### src/rtl/load_store_unit.sv
// Load/store sequencer between the execute stage and a 1 KiB block RAM with a registered read port.
// Each request becomes one aligned word access; loads are extended, stores use an active-low byte mask.
module load_store_unit #(
  parameter int ADDR_WIDTH = 10
) (
  input  logic                  clk,
  input  logic                  reset,
  input  logic                  start,
  input  logic                  is_store,
  input  logic [2:0]            funct3,
  input  logic [ADDR_WIDTH-1:0] address,
  input  logic [31:0]           store_data,
  output logic [31:0]           load_data,
  output logic                  busy,
  output logic                  done,
  output logic                  error,
  output logic [ADDR_WIDTH-1:0] ram_address,
  output logic [31:0]           ram_data_in,
  input  logic [31:0]           ram_data_out,
  output logic [3:0]            ram_write_mask,
  output logic                  ram_write_enable
);

  typedef enum logic [2:0] {IDLE, READ, CAPTURE, WRITE, DONE} state_t;

  state_t      state, state_d;
  logic        accept, legal;
  logic [1:0]  addr_lo;
  logic [2:0]  funct3_q;
  logic [7:0]  byte_sel;
  logic [15:0] half_sel;
  logic [31:0] extracted, st_data;
  logic [3:0]  st_mask;

  assign accept = start && (state == IDLE || state == DONE);

  always_comb begin
    legal = 1'b0;
    case (funct3)
      3'b000:  legal = 1'b1;
      3'b001:  legal = ~address[0];
      3'b010:  legal = (address[1:0] == 2'b00);
      3'b100:  legal = ~is_store;
      3'b101:  legal = ~is_store & ~address[0];
      default: legal = 1'b0;
    endcase
  end

  always_comb begin
    state_d = state;
    case (state)
      IDLE, DONE: begin
        if (!start)      state_d = IDLE;
        else if (!legal) state_d = DONE;
        else if (is_store) state_d = WRITE;
        else             state_d = READ;
      end
      READ:    state_d = CAPTURE;
      CAPTURE: state_d = DONE;
      WRITE:   state_d = DONE;
      default: state_d = IDLE;
    endcase
  end

  // Store lane replication and mask, evaluated on the request inputs at acceptance
  always_comb begin
    st_data = store_data;
    st_mask = 4'b0000;
    case (funct3[1:0])
      2'b00: begin
        st_data = {4{store_data[7:0]}};
        st_mask = ~(4'b0001 << address[1:0]);
      end
      2'b01: begin
        st_data = {2{store_data[15:0]}};
        st_mask = address[1] ? 4'b0011 : 4'b1100;
      end
      default: begin
        st_data = store_data;
        st_mask = 4'b0000;
      end
    endcase
  end

  always_comb begin
    byte_sel  = ram_data_out[{addr_lo, 3'b000} +: 8];
    half_sel  = addr_lo[1] ? ram_data_out[31:16] : ram_data_out[15:0];
    extracted = ram_data_out;
    case (funct3_q)
      3'b000:  extracted = {{24{byte_sel[7]}}, byte_sel};
      3'b100:  extracted = {24'b0, byte_sel};
      3'b001:  extracted = {{16{half_sel[15]}}, half_sel};
      3'b101:  extracted = {16'b0, half_sel};
      default: extracted = ram_data_out;
    endcase
  end

  always_ff @(posedge clk) begin
    if (!reset) state <= IDLE;
    else        state <= state_d;
  end

  // Outputs are registered from the next state so they line up with the state they describe
  always_ff @(posedge clk) begin
    if (!reset) begin
      busy             <= 1'b0;
      done             <= 1'b0;
      error            <= 1'b0;
      load_data        <= 32'b0;
      ram_address      <= '0;
      ram_data_in      <= 32'b0;
      ram_write_mask   <= 4'b1111;
      ram_write_enable <= 1'b0;
      addr_lo          <= 2'b0;
      funct3_q         <= 3'b0;
    end else begin
      busy             <= (state_d == READ) || (state_d == CAPTURE) || (state_d == WRITE);
      done             <= (state_d == DONE);
      ram_write_enable <= (state_d == WRITE);
      ram_write_mask   <= (state_d == WRITE) ? st_mask : 4'b1111;
      if (accept) begin
        error    <= ~legal;
        addr_lo  <= address[1:0];
        funct3_q <= funct3;
        if (legal) ram_address <= {address[ADDR_WIDTH-1:2], 2'b00};
        if (legal && is_store) ram_data_in <= st_data;
      end
      if (state == CAPTURE) load_data <= extracted;
    end
  end

endmodule

### config.mk
export PLATFORM = sky130hd
export DESIGN_NAME = load_store_unit
export DESIGN_NICKNAME = d
export VERILOG_FILES = /design/src/rtl/load_store_unit.sv
export SDC_FILE = /design/constraint.sdc
export NUM_CORES = 1
export LEC_CHECK = 0
export CAP_MARGIN = 20
export CORE_MARGIN = 2
export CORE_UTILIZATION = 30
export DETAILED_ROUTE_END_ITERATION = 8
export GPL_TIMING_DRIVEN = 0
export PLACE_DENSITY = 0.62
export SLEW_MARGIN = 10
export SYNTH_ARGS = -nofsm -noshare
export SYNTH_HDL_FRONTEND = slang
export SYNTH_SLANG_ARGS = --single-unit
### constraint.sdc
create_clock -name clk -period 1.3 [get_ports clk]
set_input_delay 0.26 -clock clk [delete_from_list [all_inputs] [get_ports clk]]
set_output_delay 0.26 -clock clk [all_outputs]
set_load 0.01 [all_outputs]
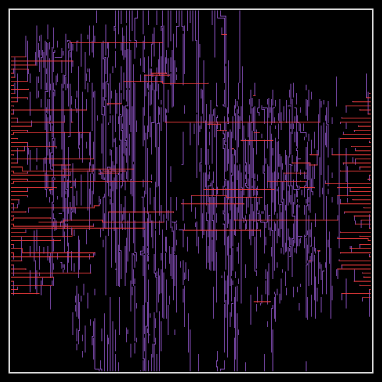
(run_1/layers.png)
(3 px per um) Two of the layers only.
Key: M2 = purple [wire length 7450 um]; M3 = red [wire length 1370 um]

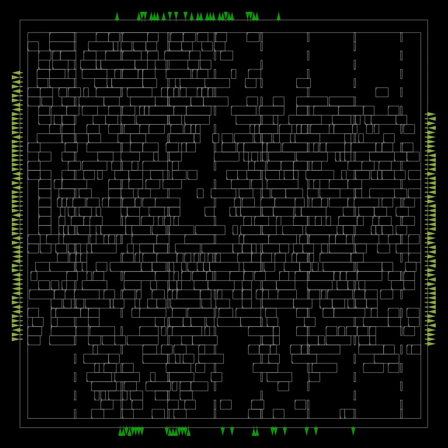
(run_1/placed.png)
flop share of the area: 24.4%
# Taps: 176
area of the core: 0.0133 sq mm
num rows: 42
filler cell count: 1203

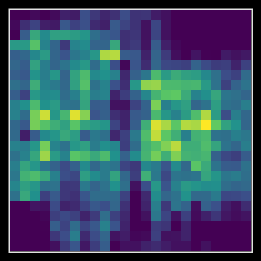
(run_1/route_heat.png)
(2 px per um) 24 x 24 tiles, from dark purple (low) to yellow (high), scaled to the fullest tile. Values are wire area over tile area, all layers added.
23% of the tiles are over half the peak. The fullest tile reaches 0.55. The emptiest ninth of the die: north-east. The mean over all tiles is 0.17.
gr usage total: 20.9%
Vias: 4383
Avg WL per Cell: 18.2 um
final wirelength: 15600 um

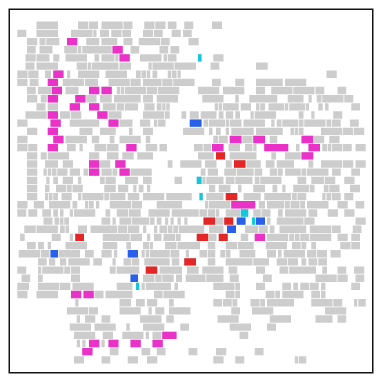
(run_1/gates.png)
(3 px per um)
Key: mux cells = magenta [cells 41]; inv cells = cyan [cells 6, where center]; and/or cells = red [cells 10]; non-inverting ao/oa cells = blue [cells 7, where center]

==> flow_summary.json, run 1 <==
{
  "dieArea_sq_mm": 0.0146,
  "cp_max_fo": 8,
  "holdPathStages": 3,
  "grt_pass1_vias": 4386,
  "drive_gt1_share_pct": 34.2,
  "power_frac_seq_pct": 41.0,
  "diodes": 1,
  "synth_top_area_share_pct": 43.1,
  "flops": 88,
  "via_per_inst": 5.10,
  "synth_warnings": 0,
  "p_comb_share_pct": 22.8,
  "rsz0062_at_grt": "yes",
  "crit_required_ns": 1.56,
  "whs_ns": 0.260,
  "grt_remaining_overflow": 0,
  "synthArstFlopShare_pct": 0,
  "arrival_ns": 1.76,
  "fp_util_pct": 30.7,
  "ff2ff_path_depth": 5,
  "syn-cell-area_sq_mm": 0.00409,
  "cp-endpoint": "load_data[12]",
  "start_kind": "flop",
  "cts_hold_buffers": 0,
  "clk_share_pct": 3.95,
  "portBuffers": 159,
  "largest_area_cell": "dfxtp_1",
  "clockPowerShare_pct": 36.3,
  "power_leader": "sequential cells",
  "clock_sinks": 88,
  "comb_cells": 333,
  "warning_count": 29,
  "setup_viol": 67,
  "yosys_cells": 465,
  "ys_area_sq_mm": 0.00409,
  "layout_min_cycle_time_ns": 1.51,
  "timing.rr.start": "addr_lo[0]",
  "max_freq_mhz": 664,
  "critPathCaptureType": "flop",
  "buf_share_pct": 32.2,
  "swShare_pct": 29.1,
  "worst_slack_ns": -0.205,
  "initialDrtViolationCount": 276,
  "most_common_cell": "dfxtp_1",
  "ys_seq_elements": 88,
  "postCtsSetupBuffers": 20,
  "drc_errors": 0,
  "yosys_most_used_dff": "dfxtp_1",
  "regToRegEndpoint": "load_data[12]",
  "postRouteAntennaNets": 0,
  "num_io_pins": 163,
  "die_w_um": 121,
  "violations": "negative setup slack",
  "min_from": "address[1]",
  "antenna_found_initial": 1,
  "grt_pass1_wl_um": 23600,
  "worst_pin_slew_ns": 0.610,
  "outcome": "complete, but fails checks",
  "clk_path_buf_depth": 2,
  "whs_endpoint": "addr_lo[1]",
  "comb_area_share_pct": 36.0,
  "p_total_mw": 7.05,
  "worstSetupPathType": "flop to flop",
  "largestClassByArea": "logic gates",
  "path_clk_slew_ns": 0.07,
  "regArea_sq_mm": 0.00178,
  "synthCells": 465,
  "fin_skew_ns": 0.0115,
  "dr.pass1.iters": 4,
  "crit_start": "addr_lo[0]",
  "edf_count": 0,
  "synth_seq_share_pct": 43.1,
  "die_y_um": 121,
  "powerSeq_mw": 2.89,
  "drv_slew": 0,
  "p_clk_mw": 2.55,
  "finalClockPeriodUsage_pct": 116,
  "cts_buffers": 9,
  "p_leak_nw": 3.05,
  "htreeDepth": 3,
  "grt_max_degree": 17,
  "switchingPower_mw": 2.05,
  "slew_headroom_pct": 59.3,
  "inv_count": 6,
  "synth_area_per_cell_sq_um": 8.79,
  "yosys-top-cells-count": "dfxtp_1, o21ai_0, nand2_1"
}
[run 1: worst max-delay path, stage by stage, from the launching register on]
cell and delay, ns:
dfxtp_4 0.36, or3_4 0.40, o22ai_4 0.21, a21oi_4 0.09, buf_12 0.15, a221oi_2 0.20
[run 1: state kept, by name, summed over array words and instances, names as in the netlist]
signal	cells
ram_address	8
done	1
ram_write_enable	1
funct3_q	3
state	3
addr_lo	2
ram_data_in	32
ram_write_mask	4
busy	1
load_data	32
error	1
[run 1: placed cells by master (no fill, tap or decap), types with 17 or more instances in the layout]
master and instances:
o21ai_1 19, mux2i_1 32, nor2_1 27, dfxtp_1 81, buf_6 24, a21oi_2 27, o21ai_0 36, nand2_1 53
dlygate4sd2_1 81, buf_4 21, clkdlybuf4s50_1 72, a211oi_2 17
[run 1: routing by layer]
| layer | vias to the layer above | track usage (%) | part of all wire [%] |
|---|---|---|---|
| met1 | 2102 | 25.8 | 42 |
| met5 | - | 0 | 0 |
| met2 | 172 | 34.5 | 48 |
| met4 | 0 | 5.74 | 1.5 |
| met3 | 18 | 7.55 | 8.7 |
| li1 | 2091 | - | - |
[run 1: cell families (layout without fill, tap and decap cells)]
group	after synthesis	after routing	synth area share, %
AOI/OAI and AO/OA	147	147	24.3
buffers and inverters	45	261	5.79
DFF	88	88	43.1
muxes	41	41	10.2
other	1	3	0.0918
and+or+nand+nor	143	143	16.5
[run 1: per-stage QoR]
step,instance area [sq um],instances,TNS [ns],util [%],setup slack (ns)
floorplan,4250,466,-2.58,-,-0.0766
global placement,6060,801,-52.99,45.6,-0.759
detailed placement,6060,801,-54.46,45.6,-0.814
CTS,6980,846,-8.87,52.5,-0.214
global route,7310,859,-11.47,55.0,-0.272
finish,7310,859,-7.90,55.0,-0.205
==> run_1/closeup.png <==
Region (45, 45) to (75, 75) um. Cells in gray, sequential cells in the stronger gray; small squares are vias.
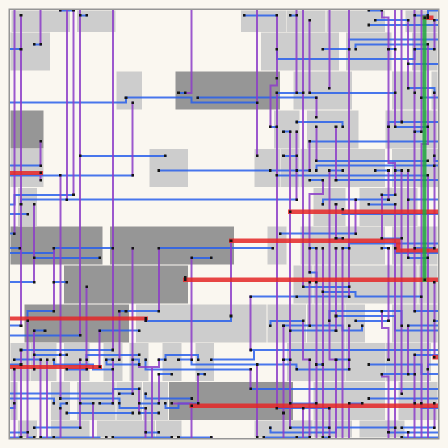

--- run 2 (diff from run 1) ---
Settings changed: CORE_ASPECT_RATIO from default to 1.1.
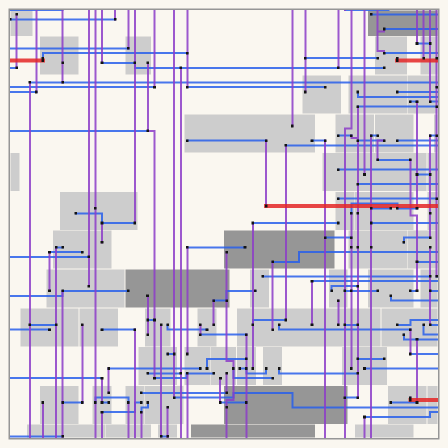
(run_2/closeup.png)
Region (43, 48) to (73, 78) um. Cells in gray, sequential cells in the stronger gray; small squares are vias.
Key: M2 = purple; M1 = blue; M3 = red
Netlist names of flops here include funct3_q (2). Most frequent: buf_4 (8), nand2_1 (6). Sequential cells in the window: 4. 42 logic cells have their middle in the window.

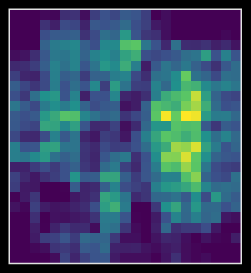
(run_2/route_heat.png)
(2 px per um) 23 x 25 tiles, from dark purple (low) to yellow (high), scaled to the fullest tile. Values are wire area over tile area, all layers added.
14% of the tiles are over half the peak. The densest ninth of the die: east. The mean over all tiles is 0.18. The fullest tile reaches 0.65. The emptiest ninth of the die: south-west. 13% of the tiles are nearly empty.
final wirelength: 15900 um
Avg WL per Cell: 18.3 um
Vias: 4397
gr usage total: 20.9%

==> run 2 against run 1 <==
Effect of this change:
- the flow still finishes with violations (negative setup slack)
- synthesized cell count did not move
- via count is 0.32% higher
- routed wire length is 1.6% higher
- final area about the same
- largest cell class unchanged
==> flow_summary.json, run 2 <==
{
  "path_clk_slew_ns": 0.07,
  "layout_min_cycle_time_ns": 1.54,
  "p_leak_nw": 3.07,
  "synth_area_per_cell_sq_um": 8.79,
  "dieArea_sq_mm": 0.0146,
  "drive_gt1_share_pct": 34.4,
  "dr.pass1.iters": 6,
  "start_kind": "flop",
  "dp.cells": 809,
  "clk_latency_ns": 0.34,
  "rsz0062_at_grt": "yes",
  "initialDrtViolationCount": 314,
  "synth_seq_share_pct": 43.1,
  "cts_buffers": 9,
  "synthArstFlopShare_pct": 0,
  "yosys_most_used_dff": "dfxtp_1",
  "via_per_inst": 5.07,
  "max_freq_mhz": 649,
  "layout.cells.non_filler": 867,
  "portBuffers": 159,
  "p_total_mw": 7.27,
  "place_ws_ns": -0.808,
  "whs_ns": 0.227,
  "swShare_pct": 27.1,
  "power_frac_seq_pct": 39.7,
  "crit_slowest_cell": "or3_4",
  "cts_tree": "built",
  "cp_top_family": "AND-OR/OR-AND gates",
  "worst_slack_ns": -0.240,
  "num_io_pins": 163,
  "antenna_found_initial": 0,
  "fin_setup_tns_ns": -9.01,
  "outcome": "complete, but fails checks",
  "slew_headroom_pct": 62.6,
  "edf_count": 0,
  "core_area_sq_mm": 0.0133,
  "drc_errors": 0,
  "p_clk_mw": 2.74,
  "most_common_cell": "dfxtp_1",
  "synthCells": 465,
  "clockPowerShare_pct": 37.7,
  "clk_path_buf_depth": 2,
  "switchingPower_mw": 1.97,
  "power_leader": "sequential cells",
  "power_density_mw_per_mm2": 994,
  "finalClockPeriodUsage_pct": 118,
  "grt_remaining_overflow": 0,
  "ys_seq_elements": 88,
  "fillers": 1180,
  "path_cells": "or3_4 -> o22ai_4 -> a21oi_4 -> buf_12 -> a221oi_4",
  "grt_pass1_wl_um": 23800,
  "reg_top3": "load_data (32), ram_data_in (32), ram_address (8)",
  "powerSeq_mw": 2.89,
  "largest_area_cell": "dfxtp_1",
  "hold_path_class": "primary input to flop",
  "p_comb_share_pct": 22.5,
  "grt_max_degree": 15,
  "final_layout_top_logic_cells": "dlygate4sd2_1, dfxtp_1, clkdlybuf4s50_1, nand2_1, o21ai_0",
  "layout.nets": 759,
  "die_w_um": 115,
  "synth_top_area_share_pct": 43.1,
  "clock_sinks": 88,
  "grt_pass1_vias": 4484,
  "ff2ff_path_depth": 5,
  "crit_required_ns": 1.55,
  "hpwl_um": 11000,
  "htreeDepth": 3,
  "intPower_mw": 5.29,
  "fp_util_pct": 30.8,
  "row_count": 44,
  "worstSetupPathType": "flop to flop",
  "place_area_sq_mm": 0.00607,
  "critPathCaptureType": "flop",
  "layout_top_cell": "dlygate4sd2_1",
  "postRouteAntennaNets": 0,
  "synth_warnings": 0,
  "holdPathStages": 3,
  "setup_viol": 69,
  "die_y_um": 126,
  "drv_slew": 0,
  "critPathMaxStageDelay_ns": 0.39,
  "warning_count": 29,
  "ys_area_sq_mm": 0.00409,
  "path_buffers": 1,
  "cp_max_fo": 8,
  "cp.depth": 5,
  "stdcell_area_sq_mm": 0.00731,
  "worst_pin_slew_ns": 0.560,
  "syn-cell-area_sq_mm": 0.00409,
  "fin_skew_ns": 0.00498,
  "arrival_ns": 1.79,
  "violations": "negative setup slack",
  "cap_violations": 0,
  "diodes": 0,
  "yosys_cells": 465,
  "postLayoutCoreUtil_pct": 55.1,
  "yosys-top-cells-count": "dfxtp_1, o21ai_0, nand2_1"
}
[run 2: cell counts after synthesis]
Identical to the previous run, type by type.
[run 2: repair_timing]
action                     CTS  global route
gates resized              225            63
setup buffers               27            11
pin swaps                   35            22
setup endpoints to repair  168            84
cloned                      10             0
hold buffers                 0             0
[run 2: worst reg2reg max path, delay by kind of cell (launching register included)]
family          cells  cell delay, ns
simple gates        1            0.39
buf+inv             1            0.15
compound gates      3            0.54
flops               1            0.37
[run 2: worst paths after layout]
kind	start	slack, ns	to
worst max-delay path	addr_lo[0]	-0.24	load_data[15]
worst min-delay path	funct3[2]	0.23	funct3_q[2]
worst max register to register	addr_lo[0]	-0.24	load_data[15]
worst min register to register	ram_data_in[4]	0.45	ram_data_in[4]
[run 2: metal layers]
| layer | vias to the layer above | global-route usage (%) | part of all wire (%) |
|---|---|---|---|
| met5 | - | 0 | 0 |
| met4 | 0 | 8.86 | 3.3 |
| met3 | 32 | 4.06 | 6.4 |
| met2 | 186 | 35.4 | 49 |
| met1 | 2090 | 25.9 | 42 |
| li1 | 2089 | - | - |
[run 2: cell families after synthesis]
| group | after synthesis | share of synthesized area, % |
|---|---|---|
| simple gates | 143 | 16.5 |
| mux | 41 | 10.2 |
| other cells | 1 | 0.0918 |
| compound gates | 147 | 24.3 |
| flops | 88 | 43.1 |
| buf+inv | 45 | 5.79 |
[run 2: final cells by class]
class / count / area [sq um] / area share, %
Multi-Input combinational cell: 333 / 2580 / 35.3
Inverter: 6 / 28.8 / 0.393
Tap cell: 184 / 230 / 3.15
Timing Repair Buffer: 204 / 2040 / 27.9
Buffer: 36 / 333 / 4.55
Clock inverter: 4 / 51.3 / 0.701
Clock buffer: 12 / 267 / 3.64
Sequential cell: 88 / 1780 / 24.4
==> run_2/layers.png <==
(3 px per um) Two of the layers only.
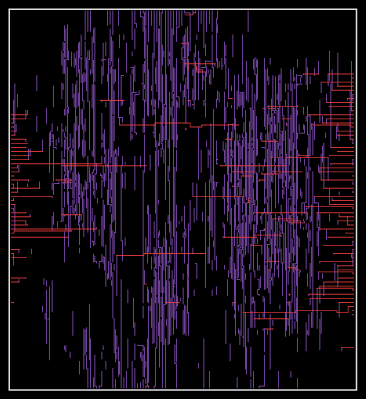

--- run 3 (diff from run 2) ---
Settings changed: GPL_TIMING_DRIVEN 0 to default.
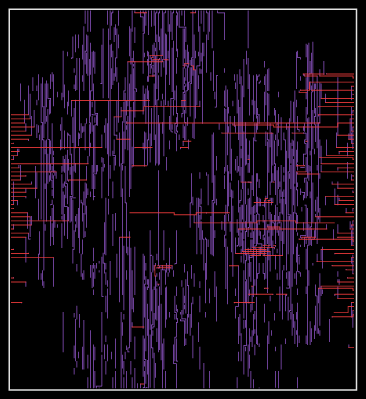
(run_3/layers.png)
(3 px per um) Two of the layers only.
Key: M2 = purple [wire length 7470 um]; M3 = red [wire length 1080 um]
Vias: 4482
Avg WL per Cell: 17.4 um
final wirelength: 15500 um

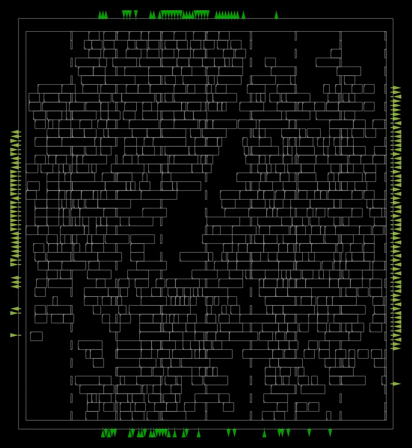
(run_3/placed.png)
Cell Count, Final, Fillers Out: 893
num rows: 44
seq_cells: 88

==> run 3 against run 2 <==
Effect of this change:
- the run still ends with negative setup slack left
- final area grew 4.2%
- setup slack improved by 0.067 ns
- synthesized area did not move
- count of clock-buffer cells in the layout decreased by 1
- via count increased by 1.9%
- largest cell class is now buffers
- highest routed layer unchanged
==> flow_summary.json, run 3 <==
{
  "outcome": "complete, but fails checks",
  "violations": "negative setup slack",
  "critPathCaptureType": "flop",
  "grt_pass1_wl_um": 23700,
  "start_kind": "primary input",
  "swShare_pct": 26.2,
  "synthArstFlopShare_pct": 0,
  "die_w_um": 115,
  "layout_top_cell": "dlygate4sd2_1",
  "hold_path_class": "primary input to flop",
  "fin_skew_ns": 0.0102,
  "core_area_sq_mm": 0.0133,
  "path_cells": "dlygate4sd2_1 -> nor4_4 -> o211a_4 -> buf_6 -> buf_12 -> clkbuf_16 -> a211oi_2",
  "crit_slowest_cell": "nor4_4",
  "powerSeq_mw": 2.88,
  "path_clk_slew_ns": 0.07,
  "grt_pass1_vias": 4541,
  "most_common_cell": "dfxtp_1",
  "postRouteAntennaNets": 0,
  "antenna_found_initial": 0,
  "yosys-top-cells-count": "dfxtp_1, o21ai_0, nand2_1",
  "synth_seq_share_pct": 43.1,
  "synthCells": 465,
  "initialDrtViolationCount": 306,
  "synth_area_per_cell_sq_um": 8.79,
  "dr.pass1.iters": 4,
  "grt_remaining_overflow": 0,
  "cts_hold_buffers": 0,
  "layout_min_cycle_time_ns": 1.47,
  "drive_gt1_share_pct": 36.4,
  "power_density_mw_per_mm2": 963,
  "power_frac_seq_pct": 39.3,
  "cts_buffers": 9,
  "hpwl_um": 10600,
  "ff2ff_path_depth": 5,
  "timing.rr.start": "funct3_q[0]",
  "r2r_slack_ns": -0.17,
  "yosys_most_used_dff": "dfxtp_1",
  "portBuffers": 160,
  "grt_usage_pct": 20.6,
  "crit_required_ns": 1.52,
  "die_y_um": 126,
  "drv_slew": 0,
  "synth_warnings": 0,
  "final_layout_top_logic_cells": "dlygate4sd2_1, dfxtp_1, clkdlybuf4s50_1, buf_4, nand2_1",
  "setup_viol": 78,
  "crit_start": "funct3[2]",
  "clock_sinks": 88,
  "dieArea_sq_mm": 0.0146,
  "arrival_ns": 1.69,
  "edf_count": 0,
  "p_comb_share_pct": 23.0,
  "max_freq_mhz": 679,
  "fillers": 1154,
  "via_per_inst": 5.02,
  "largest_area_cell": "dfxtp_1",
  "worst_slack_ns": -0.172,
  "clk_latency_ns": 0.34,
  "whs_ns": 0.331,
  "power_leader": "sequential cells",
  "diodes": 0,
  "p_clk_mw": 2.77,
  "htreeDepth": 3,
  "cts_tree": "built",
  "warning_count": 29,
  "syn-cell-area_sq_mm": 0.00409,
  "rsz0062_at_grt": "yes",
  "intPower_mw": 5.42
}
run 3: cell counts after synthesis:
No cell type changed its count.
run 3: layer usage:
layer / share of wire [%] / vias to the layer above / GRT usage (%)
met4: 3.3 / 0 / 9.50
li1: - / 2142 / -
met5: 0 / - / 0
met3: 6.9 / 37 / 4.83
met1: 42 / 2106 / 25.3
met2: 48 / 197 / 34.0
run 3: layout make-up:
cell class              instances  area [sq um]  share of cell area (%)
clock inverters                 4          70.1                   0.919
repair buffers                266          2650                    34.8
well taps                     184           230                    3.02
inverters                       6          22.5                   0.295
flip-flops and latches         88          1780                    23.4
multi-input cells             334          2620                    34.4
clock buffers                  11           243                    3.18
run 3: cell families after synthesis:
kind of cell / Yosys count / synth area share, %
AND/OR/NAND/NOR: 143 / 16.5
buffers and inverters: 45 / 5.79
AND-OR/OR-AND: 147 / 24.3
other: 1 / 0.0918
multiplexers: 41 / 10.2
flip-flops: 88 / 43.1
run 3: worst min-delay path by stage:
stage,slack (ns),cells after the start,from,end
detailed placement,0.45,2,load_data[3],load_data[3]
finish,0.33,3,reset,load_data[19]
floorplan,0.39,2,store_data[0],ram_data_in[0]
global route,0.32,3,reset,load_data[19]
global placement,0.45,2,error,error
CTS,0.32,3,reset,load_data[19]
run 3: worst max-delay path: cells and delay by family:
family | cells | cell delay (ns)
buf+inv | 4 | 0.70
simple gates | 1 | 0.38
compound gates | 2 | 0.32
run 3: through the flow:
step           total power, mW  area, sq um  instances  utilization, %  worst slack (ns)
2_1_floorplan             3.58         4250        466               -           -0.0766
3_3_place_gp              4.35         6410        843            48.3            -0.691
3_5_place_dp              4.37         6410        843            48.3            -0.734
4_1_cts                   7.28         7330        885            55.3            -0.172
5_1_grt                   7.65         7620        893            57.5            -0.226
6_report                  7.34         7620        893            57.5            -0.172
Power figures rest on the tool's default switching activity, not on a simulated workload.
